==> src/rtl/qpsk_capture_sequencer.sv <==
// qpsk_capture_sequencer
// Steers decimated IQ samples into the IQ BRAM for one capture: a circular
// pre-trigger fill, one timestamp word at the accepted second marker, then a
// fixed-length post-trigger run, after which the buffer is frozen for readout.
module qpsk_capture_sequencer #(
    parameter int ADDR_W  = 14,
    parameter int DATA_W  = 32,
    parameter int PRE_LEN = 4096
) (
    input  logic              clk,
    input  logic              rst,
    input  logic              cic_40_pulse,
    input  logic [DATA_W-1:0] iq_data,
    input  logic              sec_marker,
    input  logic [DATA_W-1:0] timestamp,
    input  logic              arm,
    input  logic              abort,
    input  logic [ADDR_W-1:0] post_len,
    output logic              bram_we,
    output logic [ADDR_W-1:0] bram_addr,
    output logic [DATA_W-1:0] bram_din,
    output logic [ADDR_W-1:0] trig_addr,
    output logic              busy,
    output logic              done
);

    localparam logic [2:0] S_IDLE  = 3'd0;
    localparam logic [2:0] S_FILL  = 3'd1;
    localparam logic [2:0] S_ARMED = 3'd2;
    localparam logic [2:0] S_POST  = 3'd3;
    localparam logic [2:0] S_DONE  = 3'd4;

    localparam int                FILL_W    = $clog2(PRE_LEN + 1);
    localparam logic [FILL_W-1:0] PRE_LEN_C = FILL_W'(PRE_LEN);
    // Longest post run that cannot wrap onto this capture's own
    // pre-trigger window and timestamp word.
    localparam logic [ADDR_W-1:0] MAX_POST  = ADDR_W'((2 ** ADDR_W) - 1 - PRE_LEN);

    logic [2:0]        state;
    logic [2:0]        state_nxt;
    logic [ADDR_W-1:0] wr_ptr;
    logic [FILL_W-1:0] fill_cnt;
    logic [ADDR_W-1:0] post_cnt;
    logic [ADDR_W-1:0] post_len_q;
    logic              ts_pending;
    logic [DATA_W-1:0] ts_q;

    logic active;
    logic trig;
    logic arm_ok;
    logic post_full;
    logic do_sample;
    logic do_ts;

    // Decode this cycle's write slot and the next state.
    always_comb begin
        // NOTE: every signal gets a value before any branch so no latch is inferred.
        active    = (state == S_FILL) || (state == S_ARMED) || (state == S_POST);
        trig      = (state == S_ARMED) && sec_marker;
        arm_ok    = arm && !abort && ((state == S_IDLE) || (state == S_DONE));
        post_full = (state == S_POST) && !ts_pending && (post_cnt == post_len_q);
        // Samples own the write slot; the timestamp takes the next free one.
        do_sample = !abort && active && cic_40_pulse && !post_full;
        do_ts     = !abort && !do_sample && (ts_pending || trig);

        state_nxt = state;
        case (state)
            S_IDLE:  if (arm_ok) state_nxt = S_FILL;
            S_FILL:  if (fill_cnt == PRE_LEN_C) state_nxt = S_ARMED;
            S_ARMED: if (sec_marker) state_nxt = S_POST;
            S_POST:  if (post_full) state_nxt = S_DONE;
            S_DONE:  if (arm_ok) state_nxt = S_FILL;
            default: state_nxt = S_IDLE;
        endcase
        if (abort) state_nxt = S_IDLE;
    end

    // Hold the marker's timestamp until a free write slot comes up.
    // NOTE: ts_q is pure datapath, only read while ts_pending is set, so it needs no reset.
    always_ff @(posedge clk) begin
        if (trig) ts_q <= timestamp;
    end

    // State, pointers, counters and the registered BRAM write port.
    always_ff @(posedge clk) begin
        // NOTE: non-blocking assignments so every register samples pre-edge values.
        if (rst) begin
            state      <= S_IDLE;
            busy       <= 1'b0;
            done       <= 1'b0;
            bram_we    <= 1'b0;
            bram_addr  <= '0;
            bram_din   <= '0;
            trig_addr  <= '0;
            wr_ptr     <= '0;
            fill_cnt   <= '0;
            post_cnt   <= '0;
            post_len_q <= '0;
            ts_pending <= 1'b0;
        end else begin
            state <= state_nxt;
            busy  <= (state_nxt == S_FILL) || (state_nxt == S_ARMED) || (state_nxt == S_POST);
            done  <= (state_nxt == S_DONE);

            bram_we <= do_sample || do_ts;
            if (do_sample) begin
                bram_addr <= wr_ptr;
                bram_din  <= iq_data;
            end else if (do_ts) begin
                bram_addr <= wr_ptr;
                bram_din  <= ts_pending ? ts_q : timestamp;
                trig_addr <= wr_ptr;
            end

            // Abort drops a timestamp that has not been written yet.
            ts_pending <= !abort && (ts_pending || trig) && !do_ts;

            if (arm_ok) begin
                wr_ptr     <= '0;
                fill_cnt   <= '0;
                post_cnt   <= '0;
                post_len_q <= (post_len > MAX_POST) ? MAX_POST : post_len;
            end else begin
                if (do_sample || do_ts) wr_ptr <= wr_ptr + 1'b1;
                if (do_sample && (fill_cnt != PRE_LEN_C)) fill_cnt <= fill_cnt + 1'b1;
                // Only samples landing after the timestamp word count as post-trigger.
                if (do_sample && (state == S_POST) && !ts_pending) post_cnt <= post_cnt + 1'b1;
            end
        end
    end

endmodule

==> config.mk <==
export PLATFORM = sky130hd
export DESIGN_NAME = qpsk_capture_sequencer
export DESIGN_NICKNAME = d
export VERILOG_FILES = /design/src/rtl/qpsk_capture_sequencer.sv
export SDC_FILE = /design/constraint.sdc
export NUM_CORES = 1
export LEC_CHECK = 0
export ABC_CLOCK_PERIOD_IN_PS = 2100
export CAP_MARGIN = 5
export CORE_ASPECT_RATIO = 0.5
export CORE_MARGIN = 2
export CORE_UTILIZATION = 46
export DETAILED_ROUTE_END_ITERATION = 8
export GPL_ROUTABILITY_DRIVEN = 0
export HOLD_SLACK_MARGIN = 0.03
export PLACE_DENSITY = 0.74
export SLEW_MARGIN = 20
export SYNTH_ARGS = -nofsm -noshare
export SYNTH_HDL_FRONTEND = slang
export SYNTH_SLANG_ARGS = --single-unit
==> constraint.sdc <==
create_clock -name clk -period 2.1 [get_ports clk]
set_input_delay 0.315 -clock clk [delete_from_list [all_inputs] [get_ports clk]]
set_output_delay 0.315 -clock clk [all_outputs]
set_load 0.01 [all_outputs]
Run 1, pin placement:
Scale: 4 px per µm. Pins as bars across the die edge, other pins in gray.
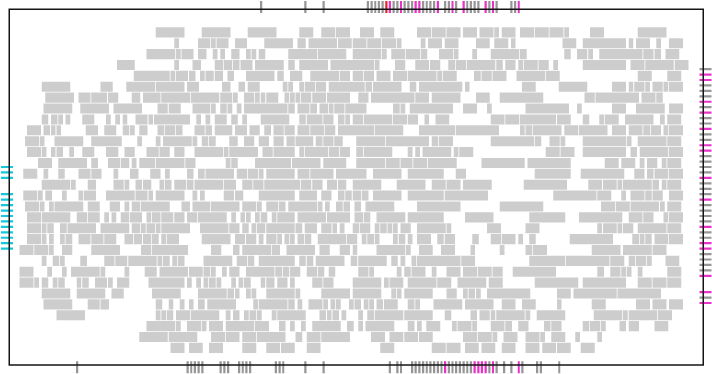
Key: `bram_din` = magenta [pins 32, direction output, edge 15 east, 10 north, 7 south]; `busy` = red [pins 1, direction output, edge north]; `post_len` = cyan [pins 14, direction input, edge west]
die outline width: 173 µm
input/output buffers: 146
Chip Height: 88.6 µm

Run 1, placement view:
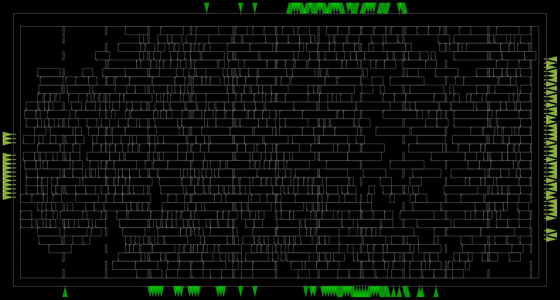
register fraction of the total cell area: 36.7%
Post-Route Utilization: 67.5%

==> summary.txt, run 1 <==
Reports from this run.

- At the later pin of the worst-skew pair, clock insertion delay measures 410 ps.
- On met3, the global router reports a usage of 4.08%.
- The number of cells reported by Yosys stat comes to 725.
- On the reported timing paths, the clock transition at the registers reads 60 ps.
- The path category of the worst min-delay check is input port to flop.
- Ranking logic cells in the layout by count gives the top entries 156 x sky130_fd_sc_hd__nand2_1, 145 x sky130_fd_sc_hd__clkdlybuf4s50_1, 121 x sky130_fd_sc_hd__dfxtp_1.
- The share of final-layout standard cells stronger than drive strength 1 reads 12.0%.
- The worst register-to-register path has a depth of 8.
- The layer carrying the most global-route usage is met2.
- The synthesized netlist net count reads 813.
- The pre-CTS setup check shows a worst slack of -131 ps.
- The total number of yosys warnings reads 0.
- The total congestion overflow after global routing is 0.
- The worst relative slew slack is 54.9%.
- The fraction of met1 tracks used by global routing is 28.5%.
- The setup slack on the worst flop-to-flop path is 20 ps.
- The run finished with clean final reports.
- The final critical delay including setup and external delays is 2080 ps.
- In the synthesis report, Yosys lists the chip area as 6580 µm².
- The critical register-to-register path endpoint reads wr_ptr[4].
- In this run, synthesis produced a sequential element count of 154.
- The most used cell along the critical path reads sky130_fd_sc_hd__buf_4.
- The required time at the worst-slack endpoint is 2440 ps.
- Per the finish-stage timing summary, setup violations number 0.
- The signal on the critical path passes through nor4bb_4, buf_4, and4_4, nand4_4, buf_4, a21oi_4, o21ai_0, a21oi_1.
- The synthesized area divided by synthesized cell count reads 9.07 µm².
- The most frequent standard cell in the layout excluding fill and tap cells is sky130_fd_sc_hd__nand2_1.
- The number of antenna violations at the first check in global routing came to 0.
- The registers reported with the highest flop counts are bram_din x32, ts_q x32.
- The net count reported at finish is 991.
- The top achievable clock speed reads 481 MHz.
- Per the placement report, the placed cell count is 1,070.
- Detailed placement finished with a half-perimeter wire length of 11,900 µm.
- The layout has 1,123 filler cells.
- The count of warning messages emitted by the tools is 29.
- The highest supply drop recorded on VDD is 0.479 mV.
- The maximum root-to-sink buffer count reads 2.
- The clock sink total reads 154.
- The number of violations of the max-capacitance limit is 0.
- The worst hold margin reads 318 ps.
- The count of cell types in the netlist is 48.
- The area of the die is 15,300 µm².
- The buffer cell driving the clock tree root reads sky130_fd_sc_hd__clkbuf_16.
- The cell area after synthesis is 6580 µm².
Run 1, sizing map:
Scale: 4 px per µm.
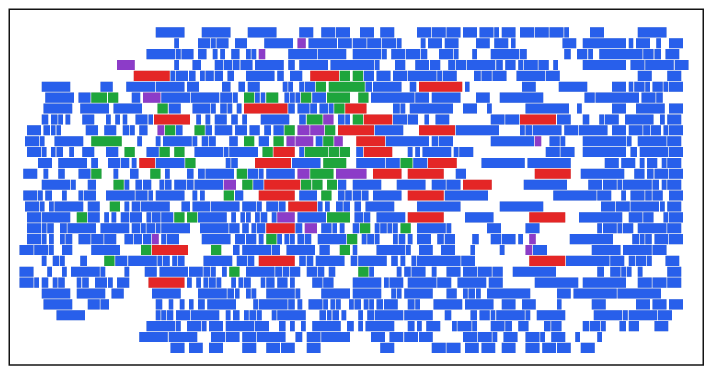
Key: x3 and x4 = green [cells 59]; x2 = purple [cells 20]; x6 and larger = red [cells 31]; x1 and smaller = blue [cells 806]
synthesis-to-finish area growth: 40.9%
number of signal-net buffers in the layout: 202
post-route cell area: 9270 µm²

Run 1, port wiring:
Scale: 2 px per µm.
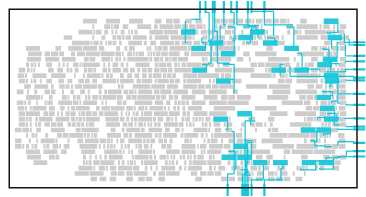
Key: `bram_din` = cyan [bits 32, direction output, edge 15 east, 10 north, 7 south, end cells 32, buffers 32, wire 882 µm]
total I/O pin count: 147

[run 1: cell type report]
class	instances	area (µm²)	area share, %
Clock inverter	13	129	1.39
Clock buffer	19	433	4.67
Timing Repair Buffer	202	2000	21.5
Inverter	7	26.3	0.283
Multi-Input combinational cell	521	3040	32.8
Tap cell	192	240	2.59
Sequential cell	154	3400	36.7
[run 1: worst max-delay path: cells and delay by family (launching register included)]
family                 cells  cell delay [ps]
flip-flops                 1              340
buffers and inverters      2              370
AND-OR/OR-AND              3              590
AND/OR/NAND/NOR            3              680
[run 1: metal layers]
| metal | wire length (µm) | vias to the layer above |
|---|---|---|
| met2 | 8440 | 141 |
| met3 | 773 | 14 |
| met4 | 147 | 0 |
| met1 | 7900 | 2794 |
| li1 | - | 2901 |
| met5 | 0 | - |
[run 1: cells in the mapped netlist (3+ instances only)]
master | instances | share of area (%)
sky130_fd_sc_hd__nand2_1 | 156 | 8.9
sky130_fd_sc_hd__dfxtp_1 | 122 | 37
sky130_fd_sc_hd__a21oi_1 | 77 | 5.9
sky130_fd_sc_hd__nor2_1 | 57 | 3.3
sky130_fd_sc_hd__o211ai_1 | 34 | 3.9
sky130_fd_sc_hd__mux2i_1 | 33 | 5.0
sky130_fd_sc_hd__edfxtp_1 | 32 | 15
sky130_fd_sc_hd__clkbuf_1 | 23 | 1.3
sky130_fd_sc_hd__xnor2_1 | 23 | 3.1
sky130_fd_sc_hd__nor3_1 | 22 | 1.7
sky130_fd_sc_hd__nand3_1 | 19 | 1.4
sky130_fd_sc_hd__nor4_1 | 18 | 1.7
sky130_fd_sc_hd__buf_2 | 13 | 0.99
sky130_fd_sc_hd__xor2_1 | 13 | 1.7
sky130_fd_sc_hd__and3_1 | 7 | 0.67
sky130_fd_sc_hd__inv_1 | 7 | 0.40
sky130_fd_sc_hd__or4_1 | 7 | 0.80
sky130_fd_sc_hd__nand4_1 | 6 | 0.57
sky130_fd_sc_hd__o31ai_1 | 6 | 0.68
sky130_fd_sc_hd__o21ai_0 | 5 | 0.38
sky130_fd_sc_hd__buf_1 | 4 | 0.23
sky130_fd_sc_hd__ha_1 | 4 | 0.76
sky130_fd_sc_hd__or3_1 | 4 | 0.38
sky130_fd_sc_hd__buf_4 | 3 | 0.34
sky130_fd_sc_hd__nor4b_1 | 3 | 0.40
[run 1: power breakdown]
| group | internal [µW] | total, µW | leakage, µW | switching (µW) |
|---|---|---|---|---|
| clock network | 1740 | 2930 | 0.000270 | 1190 |
| registers | 3040 | 3060 | 0.00127 | 15.9 |
| logic | 228 | 390 | 0.00150 | 162 |
[run 1: what timing repair did]
action | CTS | global route
hold buffers | 0 | 0
pin swaps | 1 | 4
resized | 3 | 15
setup buffers | 0 | 4
gates cloned | 1 | 1
endpoints found under the setup margin | 57 | 60
[run 1: logic make-up (layout without fill, tap and decap cells)]
family	after synthesis	in the layout	synth area share, %
AND/OR/NAND/NOR	315	315	22.0
multiplexers	33	33	5.02
buffers and inverters	52	241	3.61
flip-flops	154	154	51.7
AND-OR/OR-AND	131	133	12.1
XOR/XNOR	36	36	4.79
adder cells (fa/ha/maj)	4	4	0.761
Run 1, signal wires by layer:
Scale: 4 px per µm. Two of the layers only.
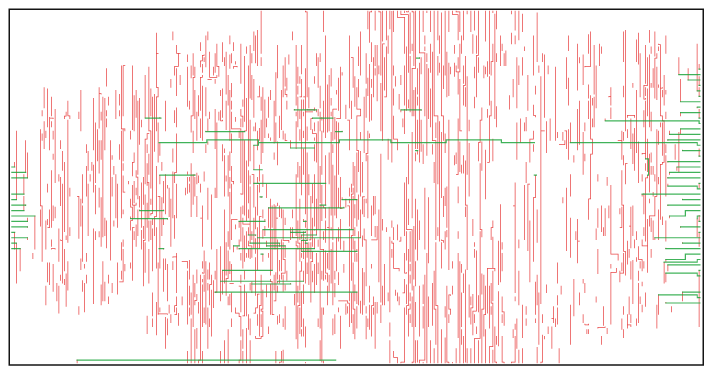

==> run 2: changes to the inputs <==
Settings changed: ABC_CLOCK_PERIOD_IN_PS 2100 to 2400, CAP_MARGIN 5 to 30, CORE_UTILIZATION 46 to 51, PLACE_DENSITY 0.74 to 0.78.
Clock period 2.1 ns to 2.4 ns, I/O delays scaled along.
Run 2, signal wires by layer:
Scale: 4 px per µm. Two of the layers only.
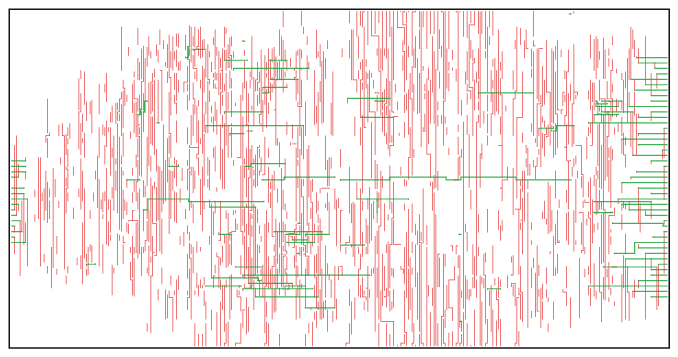
Key: M2 = red [wire length 8,290 µm]; M3 = green [wire length 872 µm]
routed vias: 5,840
all-layer global routing usage: 24.2%

Run 2, pin placement:
Scale: 4 px per µm. Pins as bars across the die edge, other pins in gray.
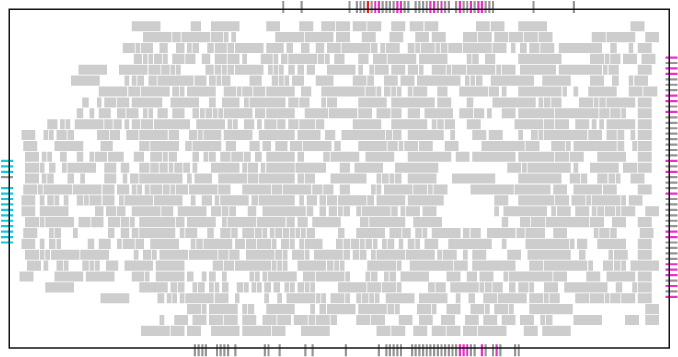
Key: `busy` = red [pins 1, direction output, edge north]; `bram_din` = magenta [pins 32, direction output, edge 16 east, 11 north, 5 south]; `post_len` = cyan [pins 14, direction input, edge west]
All pins by edge: 46 south, 45 east, 41 north, 15 west.

==> run 2 against run 1 <==
  * Via count fell by 0.17%
  * Largest cell class unchanged
  * Die area fell by 9.5%
  * Sequential power fell by 12%
  * Worst hold slack improved by 130 ps
  * Critical endpoint is now wr_ptr[12]
  * Critical path type unchanged
  * Setup slack improved by 160 ps
  * Sequential share of layout area rose by 1.2 points
  * Non-clock buffer count fell by 25
==> summary.txt, run 2 <==
Reports from this run.

- The sort of element at the start of the critical path is a flop.
- In the Yosys report the total cell count is 725.
- The die width is 165 µm.
- The number of hold violations in the final report reads 0.
- The origin of the critical flop-to-flop path is ts_pending.
- The flow ran to the end, and the final reports show no timing, DRC or antenna violations.
- The critical register-to-register path endpoint reads wr_ptr[12].
- In the final design database the tool counted 964 nets.
- The wire length per cell after detailed routing reads 16.0 µm.
- The maximum root-to-sink buffer count is 2.
- The path category of the worst min-delay check is flop to flop.
- The post-route DRC violation count is 0.
- The top achievable clock speed reads 450 MHz.
- The most frequent standard cell in the layout excluding fill and tap cells is sky130_fd_sc_hd__nand2_1.
- The number of buffer cells added on primary ports reads 146.
- The number of endpoints failing setup at the final stage is 0.
- The half-perimeter wire length of the detailed placement result is 11,600 µm.
- The share of final-layout standard cells stronger than drive strength 1 reads 9.00%.
- The number of violations of the max-capacitance limit is 0.
- The chip area line of the yosys report is 6580 µm².
- The proportion of netlist area held by the largest area contributor is 37.1%.
- In the final layout, the registers with the most flip-flops are bram_din x32, ts_q x32.
- The number of top-level design ports reads 147.
- Ranking logic cells in the layout by count gives the top entries 156 x sky130_fd_sc_hd__nand2_1, 145 x sky130_fd_sc_hd__clkdlybuf4s50_1, 121 x sky130_fd_sc_hd__dfxtp_1.
- A synthesized cell averages 9.07 µm².
- Across all stage logs, warnings added up to 27.
- The total number of yosys warnings is 0.
- Across all checked pins, the minimum headroom to the slew limit is 50.5%.
- The setup check on the worst reg-to-reg path leaves a slack of 180 ps.
- The cell area after synthesis is 6580 µm².
- The area of the die is 13,900 µm².
- The largest vdd supply drop reads 0.467 mV.
- The skew report gives the latency at the later pin of the worst-skew pair as 410 ps.
- Clock tree synthesis found a total of 154 sinks.
- The area of all sequential standard cells is 3400 µm².
- The flip-flop and latch count after synthesis reads 154.
- For this run the top cell type by instance count after synthesis was sky130_fd_sc_hd__nand2_1.
- After synthesis, the cell types taking the most area are sky130_fd_sc_hd__dfxtp_1 37%, sky130_fd_sc_hd__edfxtp_1 15%, sky130_fd_sc_hd__nand2_1 8.9%.
- The buffer cell driving the clock tree root reads sky130_fd_sc_hd__clkbuf_16.
- The count of filler cells inserted in the layout reads 941.
- The area of the multi-input gates is 2950 µm².
- The synthesized netlist net count is 813.
- The post-placement worst setup slack is 125 ps.
- The element type at the critical path end reads a flop.
- The commonest cells after synthesis are 156 x sky130_fd_sc_hd__nand2_1, 122 x sky130_fd_sc_hd__dfxtp_1, 77 x sky130_fd_sc_hd__a21oi_1.
- The floorplan die height is 84.3 µm.
- The path depth of the worst reg2reg path reads 8.
- The timing report gives the clock slew at the launch and capture registers of the worst setup and hold paths as 60 ps.
[run 2: final cells by class]
| type | count | area share, % |
|---|---|---|
| multi-input combinational | 519 | 32.9 |
| clock buffer | 21 | 5.49 |
| clock inverter | 11 | 1.45 |
| inverter | 7 | 0.293 |
| timing repair buffer | 177 | 19.6 |
| sequential | 154 | 37.9 |
| tap | 170 | 2.37 |
[run 2: report_power, final]
part / switching, µW / leakage, µW / internal (µW)
clock network: 1100 / 0.000306 / 1700
logic: 141 / 0.00135 / 190
registers: 15.5 / 0.00127 / 2660
total: 1260 / 0.00293 / 4550
[run 2: per-stage QoR]
| stage | utilization (%) | cells | instance area (µm²) | hold WS [ps] |
|---|---|---|---|---|
| after floorplan | - | 725 | 6580 | 444 |
| after global placement | 65.8 | 1023 | 8310 | 441 |
| after detailed placement | 65.8 | 1023 | 8310 | 446 |
| after CTS | 70.7 | 1055 | 8930 | 454 |
| after global routing | 71.1 | 1059 | 8980 | 478 |
| final | 71.1 | 1059 | 8980 | 453 |
[run 2: worst max-delay path: stages (launching register included)]
cell,delay [ps]
sky130_fd_sc_hd__dfxtp_2,330
sky130_fd_sc_hd__buf_4,470
sky130_fd_sc_hd__nor2_1,180
sky130_fd_sc_hd__nor2_4,180
sky130_fd_sc_hd__a21oi_4,50
sky130_fd_sc_hd__buf_12,140
sky130_fd_sc_hd__buf_4,130
sky130_fd_sc_hd__or4_1,490
sky130_fd_sc_hd__a21oi_1,160
[run 2: timing repair]
item                       in CTS  in global routing
buffers inserted                0                  4
resized                         0                  1
setup endpoints to repair       0                 20
hold buffers                    0                  0
[run 2: logic make-up (layout without fill, tap and decap cells)]
kind of cell,Yosys count,count (layout),share of synthesized area [%]
flip-flops,154,154,51.7
buffers and inverters,52,216,3.61
adder cells (fa/ha/maj),4,4,0.761
multiplexers,33,33,5.02
AND/OR/NAND/NOR,315,315,22.0
XOR/XNOR,36,36,4.79
AND-OR/OR-AND,131,131,12.1
[run 2: worst max path at each step]
stage               start           end  slack, ps  depth (start not counted)
5_1_grt          state[0]  bram_din[29]         -5                          9
2_1_floorplan    state[2]  bram_din[23]         60                          8
6_report       ts_pending    wr_ptr[12]        180                          8
3_5_place_dp     state[0]     wr_ptr[3]        130                          8
4_1_cts          state[0]     wr_ptr[3]         80                          8
3_3_place_gp     state[0]    wr_ptr[10]        200                          8
[run 2: metal layers]
metal	wire length, µm	share of wire (%)	vias to the layer above	track usage (%)
met5	0	0	-	0
met4	152	0.90	0	7.11
met3	872	5.2	15	3.85
met2	8290	49	180	41.6
met1	7600	45	2789	31.7
li1	-	-	2856	-
No activity file was given, so power comes from the tool's default toggle rates.
